<file path="src/rtl/fetch_stage_if.sv">
// Fetch-stage port bundle: unified-memory read port, IF/ID output, redirect and interrupt inputs.
// master = fetch stage, slave = surrounding pipeline / memory.
interface fetch_stage_if #(
  parameter int AW = 8,
  parameter int DW = 8
);
  logic [AW-1:0] mem_addr;
  logic [DW-1:0] mem_rdata;
  logic          mem_busy;
  logic          id_stall;
  logic          redir_en;
  logic [AW-1:0] redir_pc;
  logic          int_sig;
  logic          if_valid;
  logic [DW-1:0] if_instr;
  logic [DW-1:0] if_imm;
  logic [AW-1:0] if_pc_next;
  logic          if_int;

  modport master (
    output mem_addr, if_valid, if_instr, if_imm, if_pc_next, if_int,
    input  mem_rdata, mem_busy, id_stall, redir_en, redir_pc, int_sig
  );

  modport slave (
    input  mem_addr, if_valid, if_instr, if_imm, if_pc_next, if_int,
    output mem_rdata, mem_busy, id_stall, redir_en, redir_pc, int_sig
  );
endinterface

</file>
<file path="src/rtl/fetch_stage.sv">
// Instruction fetch: owns the PC, assembles 1/2-byte instructions into a registered IF/ID slot.
// 1-byte instr visible the cycle after its byte is read; holds on mem_busy or stalled valid output.
module fetch_stage #(
  parameter int            AW      = 8,
  parameter int            DW      = 8,
  parameter logic [AW-1:0] RST_VEC = '0,
  parameter logic [AW-1:0] INT_VEC = AW'(1)
) (
  input  logic          clk,
  input  logic          rstn,
  fetch_stage_if.master bus
);

  typedef enum logic [1:0] {S_VEC, S_OP, S_IMM, S_IVEC} state_e;

  state_e        state_q, state_d;
  logic [AW-1:0] pc_q, pc_d;
  logic [DW-1:0] op_q, op_d;
  logic          int_pend_q, int_pend_d;
  logic          valid_q, valid_d;
  logic [DW-1:0] instr_q, instr_d;
  logic [DW-1:0] imm_q, imm_d;
  logic [AW-1:0] pcn_q, pcn_d;
  logic          int_q, int_d;
  logic [AW-1:0] mem_addr;
  logic          advance;
  logic          is_two_byte;

  assign advance     = !bus.mem_busy && !(valid_q && bus.id_stall);
  assign is_two_byte = (bus.mem_rdata[DW-1 -: 4] == 4'hC);

  always_comb begin
    state_d    = state_q;
    pc_d       = pc_q;
    op_d       = op_q;
    int_pend_d = int_pend_q | bus.int_sig;
    valid_d    = valid_q;
    instr_d    = instr_q;
    imm_d      = imm_q;
    pcn_d      = pcn_q;
    int_d      = int_q;

    case (state_q)
      S_VEC:   mem_addr = RST_VEC;
      S_IVEC:  mem_addr = INT_VEC;
      default: mem_addr = pc_q;
    endcase

    // Redirect squashes any partial 2-byte fetch and wins over stalls and vector loads.
    if (bus.redir_en) begin
      pc_d    = bus.redir_pc;
      state_d = S_OP;
      valid_d = 1'b0;
      op_d    = '0;
    end else if (advance) begin
      valid_d = 1'b0;
      case (state_q)
        S_VEC, S_IVEC: begin
          pc_d    = AW'(bus.mem_rdata);
          state_d = S_OP;
        end
        S_OP: begin
          if (int_pend_q) begin
            valid_d    = 1'b1;
            int_d      = 1'b1;
            instr_d    = '0;
            imm_d      = '0;
            pcn_d      = pc_q;
            int_pend_d = 1'b0;
            state_d    = S_IVEC;
          end else if (is_two_byte) begin
            op_d    = bus.mem_rdata;
            pc_d    = pc_q + AW'(1);
            state_d = S_IMM;
          end else begin
            valid_d = 1'b1;
            int_d   = 1'b0;
            instr_d = bus.mem_rdata;
            imm_d   = '0;
            pcn_d   = pc_q + AW'(1);
            pc_d    = pc_q + AW'(1);
          end
        end
        S_IMM: begin
          valid_d = 1'b1;
          int_d   = 1'b0;
          instr_d = op_q;
          imm_d   = bus.mem_rdata;
          pcn_d   = pc_q + AW'(1);
          pc_d    = pc_q + AW'(1);
          state_d = S_OP;
        end
      endcase
    end
  end

  always_ff @(posedge clk or negedge rstn) begin
    if (!rstn) begin
      state_q    <= S_VEC;
      pc_q       <= '0;
      op_q       <= '0;
      int_pend_q <= 1'b0;
      valid_q    <= 1'b0;
      instr_q    <= '0;
      imm_q      <= '0;
      pcn_q      <= '0;
      int_q      <= 1'b0;
    end else begin
      state_q    <= state_d;
      pc_q       <= pc_d;
      op_q       <= op_d;
      int_pend_q <= int_pend_d;
      valid_q    <= valid_d;
      instr_q    <= instr_d;
      imm_q      <= imm_d;
      pcn_q      <= pcn_d;
      int_q      <= int_d;
    end
  end

  assign bus.mem_addr   = mem_addr;
  assign bus.if_valid   = valid_q;
  assign bus.if_instr   = instr_q;
  assign bus.if_imm     = imm_q;
  assign bus.if_pc_next = pcn_q;
  assign bus.if_int     = int_q;

endmodule
</file>
<file path="src/flat_wrapper.sv">
// flat-port wrapper written by rule: the top's interface ports become plain ports
module fetch_stage_flat 
#(
  parameter int            AW      = 8,
  parameter int            DW      = 8,
  parameter logic [AW-1:0] RST_VEC = '0,
  parameter logic [AW-1:0] INT_VEC = AW'(1)
)
  (clk, rstn, bus_mem_addr, bus_if_valid, bus_if_instr, bus_if_imm, bus_if_pc_next, bus_if_int, bus_mem_rdata, bus_mem_busy, bus_id_stall, bus_redir_en, bus_redir_pc, bus_int_sig);
  fetch_stage_if #(.AW(AW), .DW(DW)) bus_i ();
  input  logic clk;
  input  logic rstn;
  output wire logic [$bits(bus_i.mem_addr)-1:0] bus_mem_addr;
  output wire logic [$bits(bus_i.if_valid)-1:0] bus_if_valid;
  output wire logic [$bits(bus_i.if_instr)-1:0] bus_if_instr;
  output wire logic [$bits(bus_i.if_imm)-1:0] bus_if_imm;
  output wire logic [$bits(bus_i.if_pc_next)-1:0] bus_if_pc_next;
  output wire logic [$bits(bus_i.if_int)-1:0] bus_if_int;
  input wire logic [$bits(bus_i.mem_rdata)-1:0] bus_mem_rdata;
  input wire logic [$bits(bus_i.mem_busy)-1:0] bus_mem_busy;
  input wire logic [$bits(bus_i.id_stall)-1:0] bus_id_stall;
  input wire logic [$bits(bus_i.redir_en)-1:0] bus_redir_en;
  input wire logic [$bits(bus_i.redir_pc)-1:0] bus_redir_pc;
  input wire logic [$bits(bus_i.int_sig)-1:0] bus_int_sig;
  assign bus_mem_addr = bus_i.mem_addr;
  assign bus_if_valid = bus_i.if_valid;
  assign bus_if_instr = bus_i.if_instr;
  assign bus_if_imm = bus_i.if_imm;
  assign bus_if_pc_next = bus_i.if_pc_next;
  assign bus_if_int = bus_i.if_int;
  assign bus_i.mem_rdata = bus_mem_rdata;
  assign bus_i.mem_busy = bus_mem_busy;
  assign bus_i.id_stall = bus_id_stall;
  assign bus_i.redir_en = bus_redir_en;
  assign bus_i.redir_pc = bus_redir_pc;
  assign bus_i.int_sig = bus_int_sig;
  fetch_stage #(.AW(AW), .DW(DW), .RST_VEC(RST_VEC), .INT_VEC(INT_VEC)) u_core (.clk(clk), .rstn(rstn), .bus(bus_i));
endmodule
</file>
<file path="config.mk">
export PLATFORM = sky130hd
export DESIGN_NAME = fetch_stage_flat
export DESIGN_NICKNAME = d
export VERILOG_FILES = /design/src/rtl/fetch_stage_if.sv /design/src/rtl/fetch_stage.sv /design/src/flat_wrapper.sv
export SDC_FILE = /design/constraint.sdc
export NUM_CORES = 1
export LEC_CHECK = 0
export ABC_AREA = 1
export CAP_MARGIN = 20
export CORE_UTILIZATION = 48
export CTS_BUF_LIST = sky130_fd_sc_hd__clkbuf_4 sky130_fd_sc_hd__clkbuf_8
export DETAILED_ROUTE_END_ITERATION = 6
export PLACE_DENSITY_LB_ADDON = 0.08
export SLEW_MARGIN = 5
export SYNTH_ARGS = -nofsm -noshare
export SYNTH_HDL_FRONTEND = slang
export SYNTH_SLANG_ARGS = --single-unit
</file>
<file path="constraint.sdc">
create_clock -name clk -period 2.28 [get_ports clk]
set_input_delay 0.57 -clock clk [delete_from_list [all_inputs] [get_ports clk]]
set_output_delay 0.57 -clock clk [all_outputs]
set_load 0.03 [all_outputs]
</file>
==> impl_metrics.env, run 1 <==
# implementation run metrics
export IMPL_top_layer="met4"
export IMPL_antenna_found_initial=0
export IMPL_end_kind="primary output"
export IMPL_p_per_area_nw_per_um2=1127
export IMPL_setup_viol=0
export IMPL_viasPerCell=5.029
export IMPL_num_vias=2223
export IMPL_grt_max_degree=28
export IMPL_rsz0062_at_grt="false"
export IMPL_hold_viol=0
export IMPL_total_power_mw=3.562
export IMPL_maxCapViolCount=0
export IMPL_nFillCells=434
export IMPL_yosysSeqAreaShare_pct=45.57
export IMPL_ioPinCount=56
export IMPL_final_cell_mix="102 x nand2_1, 46 x clkdlybuf4s50_1, 45 x dfrtp_1"
export IMPL_worst_pin_slew_ps=608.5
export IMPL_required_ps=1710
export IMPL_synth_avg_cell_area_um2=7.771
export IMPL_tritoncts="done"
export IMPL_clock_root_buffer="clkbuf_8"
export IMPL_dpl_instance_area_um2=3045
export IMPL_logic_area_um2=1120
export IMPL_crit_arrival_ps=1580
export IMPL_grt_pass1_wl_um=9929
export IMPL_initCoreUtil_pct=50.97
export IMPL_synthCells=318
export IMPL_grt_pass1_vias=2127
export IMPL_register_area_um2=1126
export IMPL_numCtsBuffers=5
export IMPL_ys_types=27
export IMPL_wirelength_um=5941
export IMPL_die_h_um=73.75
export IMPL_finClkSkew_ps=1.638
export IMPL_clk_pin_slew_ps=80
export IMPL_die_x_um=73.75
export IMPL_gr_usage_met3_pct=3.018
export IMPL_grt_use_total_pct=24.32
export IMPL_max_freq_ghz=0.4650
export IMPL_ant_nets=0
export IMPL_maxSlewViolCount=0
export IMPL_slew_headroom_pct=59.43
export IMPL_fin_setup_tns_ps=0
export IMPL_ctsHoldBuffers=0
export IMPL_hp_class="input pin to async pin"
export IMPL_yosys_area_um2=2471
export IMPL_drtIter0Drc=176
export IMPL_holdWs_ps=274.8
export IMPL_tool_warnings=29
export IMPL_n_antenna_cell=0
export IMPL_use_met2_pct=39.04
export IMPL_syn_to_final_growth_pct=27.85
export IMPL_htreeDepth=2
export IMPL_drive_gt1_share_pct=12.53
export IMPL_cp_slowest_stage_delay_ps=390
export IMPL_wire_per_inst_um=13.44
export IMPL_die_area_um2=5439
export IMPL_synthesis_area_um2=2471
export IMPL_gr_total_overflow=0
export IMPL_finalCriticalPeriod_ps=2151
export IMPL_fin_util_pct=65.16
export IMPL_drc=0
export IMPL_ys_flops=45
export IMPL_nets=402
export IMPL_drt_met1_wl_um=2678
export IMPL_finalClockPeriodUsage_pct=94.33
export IMPL_fp_row_count=25
export IMPL_path_max_fanout=11
export IMPL_busiest_layer="met2"
export IMPL_use_met1_pct=33.57
export IMPL_fin_area_um2=3159
export IMPL_cp_cell_sequence="inv_1 > ha_1 > inv_4 > nand2_1 > o21a_1 > buf_4"
export IMPL_portBuffers=55
export IMPL_ys_cells=318
export IMPL_drt_first_pass_iters=4
export IMPL_worstSetupPathType="flop to primary output"
export IMPL_clockBufferDepth=2
export IMPL_clock_latency_ps=290
export IMPL_crit_slowest_cell="dfrtp_1"
export IMPL_met2_length_um=2853
export IMPL_gp_congestion=0.8480
export IMPL_clkSinkCount=45
export IMPL_syn_num_nets=345
export IMPL_core_um2=4848
export IMPL_p_leak_nw=1.539
export IMPL_worstSetupStartpointType="flop"
export IMPL_hpwlAfterDp_um=4570
export IMPL_max_vdd_ir_drop_mv=0.6788
export IMPL_lay_top_count="nand2_1"
export IMPL_status="finished clean"
export IMPL_met3_length_um=306
export IMPL_yosys_warnings=0
==> run 1: metrics by stage <==
step,setup slack (ps),instances
2_1_floorplan,273.7,318
3_3_place_gp,273.7,434
3_5_place_dp,241.2,434
4_1_cts,27.16,441
5_1_grt,57.71,442
6_report,129.3,442
==> run 1: logic make-up after synthesis <==
group	share of synthesized area (%)
buffers and inverters	9.113
and+or+nand+nor	28.35
adders and majority gates	2.532
AOI/OAI and AO/OA	13.37
xor gates and xnor gates	1.063
DFF	45.57
==> run 1: critical path: cells and delay by family, from the launching register on <==
kind | cells | cell delay, ps
AOI/OAI and AO/OA | 1 | 110
adders and majority gates | 1 | 330
buffers and inverters | 3 | 360
DFF | 1 | 390
and+or+nand+nor | 1 | 90
==> run 1: path summary, 6_finish.rpt <==
| path | from | endpoint | slack (ps) | cells past startpoint |
|---|---|---|---|---|
| worst max register to register | u_core.state_q[0]$_DFFE_PN0P_ | u_core.bus.if_imm[1]$_DFFE_PN0P_ | 550 | 8 |
| min in group clk | u_core.bus.if_int$_DFFE_PN0P_ | u_core.bus.if_int$_DFFE_PN0P_ | 490 | 2 |
| max in group asynchronous | rstn | u_core.bus.if_instr[4]$_DFFE_PN0P_ | 1410 | 2 |
| worst min-delay path | rstn | u_core.bus.if_imm[7]$_DFFE_PN0P_ | 270 | 1 |
| worst max-delay path | u_core.state_q[0]$_DFFE_PN0P_ | bus_mem_addr[0] | 130 | 6 |
| worst min register to register | u_core.bus.if_int$_DFFE_PN0P_ | u_core.bus.if_int$_DFFE_PN0P_ | 490 | 2 |
==> run 1: Yosys cell counts, drive strengths merged <==
cell    number  area [µm²]
o31ai        8       100.1
clkinv       1       8.760
o221ai       1       8.760
clkbuf       1       3.750
a31oi        1       6.260
buf         12       96.33
nand2      106       417.9
o21a         1       7.510
o211ai       3       22.52
dfrtp       45        1126
inv         31       116.4
xnor2        1       8.760
a21oi       15       75.07
ha           5       62.56
nand3       17       90.09
o21ai       22       110.1
xor2         2       17.52
nor2        46       192.7
==> run 1: sequential cells by signal (all words and copies together), names as in the netlist <==
| register | flops |
|---|---|
| u_core.bus.if_imm | 8 |
| u_core.bus.if_instr | 8 |
| u_core.bus.if_pc_next | 8 |
| u_core.op_q | 8 |
| u_core.pc_q | 8 |
| u_core.state_q | 2 |
| u_core.bus.if_int | 1 |
| u_core.bus.if_valid | 1 |
| u_core.int_pend_q | 1 |
==> run 1: final cells by class <==
class	instances	area share, %
tap	67	2.653
multi-input combinational	228	35.45
inverter	32	4.040
timing repair buffer	63	18.93
clock buffer	5	2.178
clock inverter	2	1.109
sequential	45	35.64
==> run 1: power breakdown <==
part | leakage [nW] | switching (mW) | internal [mW]
Clock | 0.0540 | 0.268 | 0.319
Combinational | 0.903 | 1.11 | 0.674
Sequential | 0.581 | 0.187 | 1.00
Total | 1.54 | 1.57 | 2.00
==> run 1: timing repair <==
action / 4_1_cts / 5_1_grt
setup buffers: 0 / 1
gates resized: 0 / 1
endpoints found under the setup margin: 0 / 1
hold endpoints to repair: 0 / 0
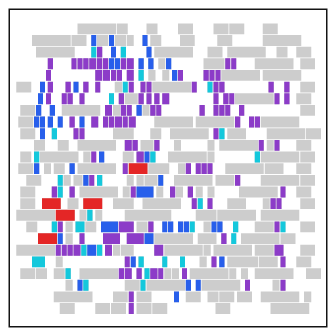
*Logic cells by family, run 1*
- inv cells: cyan (cells 32)
- fa/ha/maj cells: red (cells 5; where left middle)
- nor cells: blue (cells 46)
- nand cells: purple (cells 123)

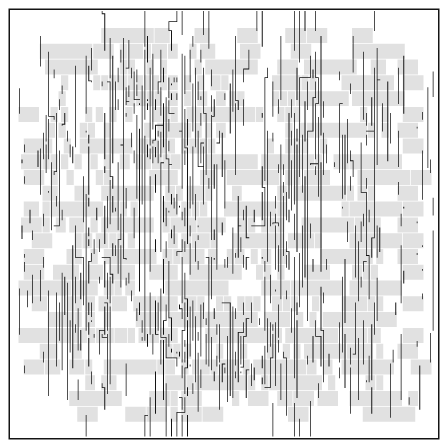
*Metal 2, run 1*
- share of all routed wire: 48%
- wire length on this layer: 2850 µm
- main direction: vertical

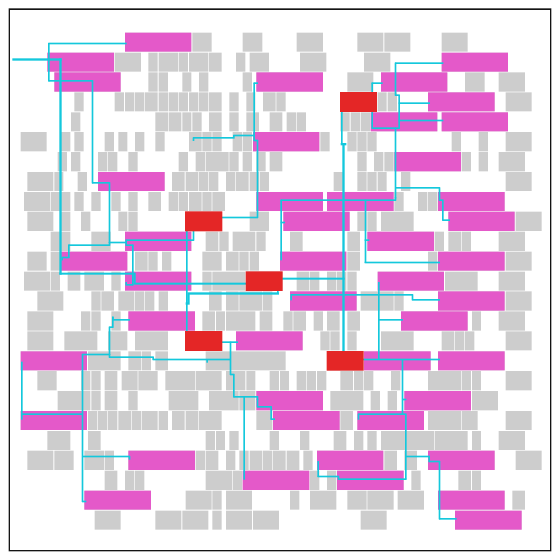
*Clock distribution, run 1*
- clock wires: cyan (length 563 µm)
- clock-net drivers: red (count 5)
- flip-flops: magenta (count 45)
- routed clock nets: 6
- flops lie: spread over the die

--- run 2 (diff from run 1) ---
CAP_MARGIN = unset   (was 20)
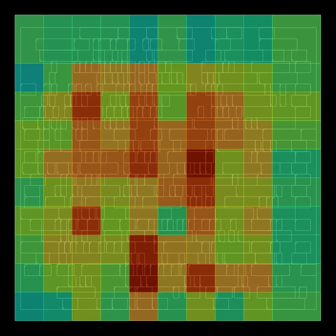
*Routing congestion, run 2*
Routed WL per cell: 13.44 µm
GRT Total Usage: 24.32%
peak-usage layer in the global routing report: met2
final core occ: 65.16%

==> run 2 against run 1 <==
Sequential cell count unchanged. Total power unchanged. Critical path depth unchanged. Hold slack stayed put. Clock power barely moved. Largest cell class unchanged.
==> impl_metrics.env, run 2 <==
# implementation run metrics
export IMPL_status="finished clean"
export IMPL_drive_gt1_share_pct=12.53
export IMPL_clkSinkCount=45
export IMPL_seqPwrFrac_pct=33.4
export IMPL_async_flop_share_pct=100.0
export IMPL_nets=402
export IMPL_ys_cells=318
export IMPL_worstReg2RegEnd="u_core.bus.if_imm[1]$_DFFE_PN0P_"
export IMPL_drc=0
export IMPL_reg2reg_setup_slack_ps=550
export IMPL_die_x_um=73.75
export IMPL_finalCriticalPeriod_ps=2151
export IMPL_rsz0062_at_grt="false"
export IMPL_required_ps=1710
export IMPL_drtIter0Drc=176
export IMPL_ctsHoldBuffers=0
export IMPL_syn_num_nets=345
export IMPL_maxCapViolCount=0
export IMPL_use_met1_pct=33.57
export IMPL_grt_pass1_wl_um=9929
export IMPL_crit_arrival_ps=1580
export IMPL_max_freq_ghz=0.4650
export IMPL_fp_row_count=25
export IMPL_n_antenna_cell=0
export IMPL_fin_area_um2=3159
export IMPL_grt_pass1_vias=2127
export IMPL_finClkSkew_ps=1.638
export IMPL_use_met2_pct=39.04
export IMPL_ys_types=27
export IMPL_clk_pin_slew_ps=80
export IMPL_edf_count=0
export IMPL_yosysSeqAreaShare_pct=45.57
export IMPL_antenna_found_initial=0
export IMPL_max_vdd_ir_drop_mv=0.6788
export IMPL_finalClockPeriodUsage_pct=94.33
export IMPL_final_cell_mix="102 x nand2_1, 46 x clkdlybuf4s50_1, 45 x dfrtp_1"
export IMPL_die_h_um=73.75
export IMPL_gr_usage_met3_pct=3.018
export IMPL_swShare_pct=43.96
export IMPL_worstSetupPathType="flop to primary output"
export IMPL_r2r_worst_path_cells=8
export IMPL_synthesis_area_um2=2471
export IMPL_numCtsBuffers=5
export IMPL_initCoreUtil_pct=50.97
export IMPL_maxSlewViolCount=0
export IMPL_core_um2=4848
export IMPL_combPwrFrac_pct=50.1
export IMPL_slew_headroom_pct=59.43
export IMPL_tritoncts="done"
export IMPL_clock_latency_ps=290
export IMPL_hold_viol=0
export IMPL_clockBufferDepth=2
export IMPL_tool_warnings=29
export IMPL_ioPinCount=56
export IMPL_worstSetupStartpointType="flop"
export IMPL_lay_top_count="nand2_1"
export IMPL_drt_first_pass_iters=4
export IMPL_ff_type="dfrtp_1"
export IMPL_gp_congestion=0.8480
export IMPL_hp_class="input pin to async pin"
export IMPL_total_power_mw=3.562
export IMPL_wirelength_um=5941
export IMPL_top_area_share_pct=45.57
export IMPL_portBuffers=55
export IMPL_top_cell="nand2_1"
export IMPL_dpl_instance_area_um2=3045
export IMPL_end_kind="primary output"
export IMPL_ys_flops=45
export IMPL_hpwlAfterDp_um=4570
export IMPL_power_switching_mw=1.566
export IMPL_synthCells=318
export IMPL_p_leak_nw=1.539
export IMPL_yosys_area_um2=2471
export IMPL_grt_max_degree=28
export IMPL_synth_avg_cell_area_um2=7.771
export IMPL_setup_viol=0
export IMPL_clock_root_buffer="clkbuf_8"
export IMPL_worst_pin_slew_ps=608.5
export IMPL_gr_total_overflow=0
export IMPL_p_int_mw=1.996
export IMPL_num_vias=2223
export IMPL_fin_setup_tns_ps=0
export IMPL_r2r_start="u_core.state_q[0]$_DFFE_PN0P_"
export IMPL_syn_to_final_growth_pct=27.85
export IMPL_common_cells="102 x nand2_1, 45 x dfrtp_1, 42 x nor2_1, 26 x inv_1, 17 x o21ai_0"
export IMPL_p_per_area_nw_per_um2=1127
export IMPL_viasPerCell=5.029
export IMPL_pwr_share_clk_pct=16.5
export IMPL_htreeDepth=2
export IMPL_yosys_warnings=0
export IMPL_ant_nets=0
export IMPL_yosys_area_top_type="dfrtp_1"
export IMPL_synth_area_top_cells="dfrtp_1 46%, nand2_1 15%, nor2_1 6.4%"
export IMPL_die_area_um2=5439
export IMPL_path_max_fanout=11
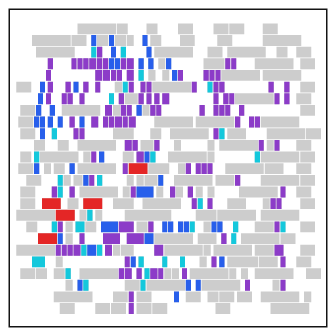
*Logic cells by family, run 2*
- nor cells: blue (cells 46)
- fa/ha/maj cells: red (cells 5; where left middle)
- nand cells: purple (cells 123)
- inv cells: cyan (cells 32)

run 2: cell counts after synthesis:
No cell type changed its count.
run 2: logic make-up after synthesis:
group	count (synthesis)	share of synthesized area (%)
XOR/XNOR	3	1.063
AND/OR/NAND/NOR	169	28.35
buffers and inverters	45	9.113
flip-flops	45	45.57
AND-OR/OR-AND	51	13.37
adder cells (fa/ha/maj)	5	2.532
run 2: repair_timing:
action / CTS / global route
buffers inserted: 0 / 1
gates resized: 0 / 1
endpoints found under the setup margin: 0 / 1
run 2: worst max path at each step:
| stage | start | slack, ps | to | depth (start not counted) |
|---|---|---|---|---|
| 5_1_grt | u_core.state_q[0]$_DFFE_PN0P_ | 60 | bus_mem_addr[0] | 6 |
| 3_3_place_gp | bus_redir_en | 270 | u_core.bus.if_pc_next[0]$_DFFE_PN0P_ | 7 |
| 2_1_floorplan | u_core.state_q[0]$_DFFE_PN0P_ | 270 | bus_mem_addr[1] | 4 |
| 3_5_place_dp | bus_redir_en | 240 | u_core.bus.if_pc_next[2]$_DFFE_PN0P_ | 8 |
| 6_report | u_core.state_q[0]$_DFFE_PN0P_ | 130 | bus_mem_addr[0] | 6 |
| 4_1_cts | u_core.state_q[0]$_DFFE_PN0P_ | 30 | bus_mem_addr[0] | 6 |
run 2: layout make-up:
cell class | count | area, µm²
inverters | 32 | 127.6
fillers | 434 | 1689
flip-flops and latches | 45 | 1126
multi-input cells | 228 | 1120
clock inverters | 2 | 35.03
clock buffers | 5 | 68.82
repair buffers | 63 | 598.1
well taps | 67 | 83.83
run 2: power by group through the flow:
stage	registers (mW)	logic, mW	clock network (mW)
finish	1.19	1.78	0.587
global route	1.22	1.98	0.619
CTS	1.19	1.78	0.599
detailed placement	1.21	1.78	0
global placement	1.20	1.76	0
floorplan	1.41	0.952	0
run 2: metal layers:
metal,vias up,wire length [µm]
li1,1114,-
met1,1024,2678
met2,76,2853
met3,9,306
met4,0,102
met5,-,0
run 2: metrics by stage:
stage / cells / hold WS (ps) / setup slack (ps)
after global routing: 442 / 316.5 / 57.71
after CTS: 441 / 291.2 / 27.16
after floorplan: 318 / 274.4 / 273.7
after global placement: 434 / 466.2 / 273.7
after detailed placement: 434 / 472.7 / 241.2
final: 442 / 274.8 / 129.3
run 2: critical path: stages, from the launching register on:
cell and delay [ps]:
dfrtp_1 390, inv_1 60, ha_1 330, inv_4 140, nand2_1 90, o21a_1 110, buf_4 160
Power is estimated from default activity; no workload was simulated.
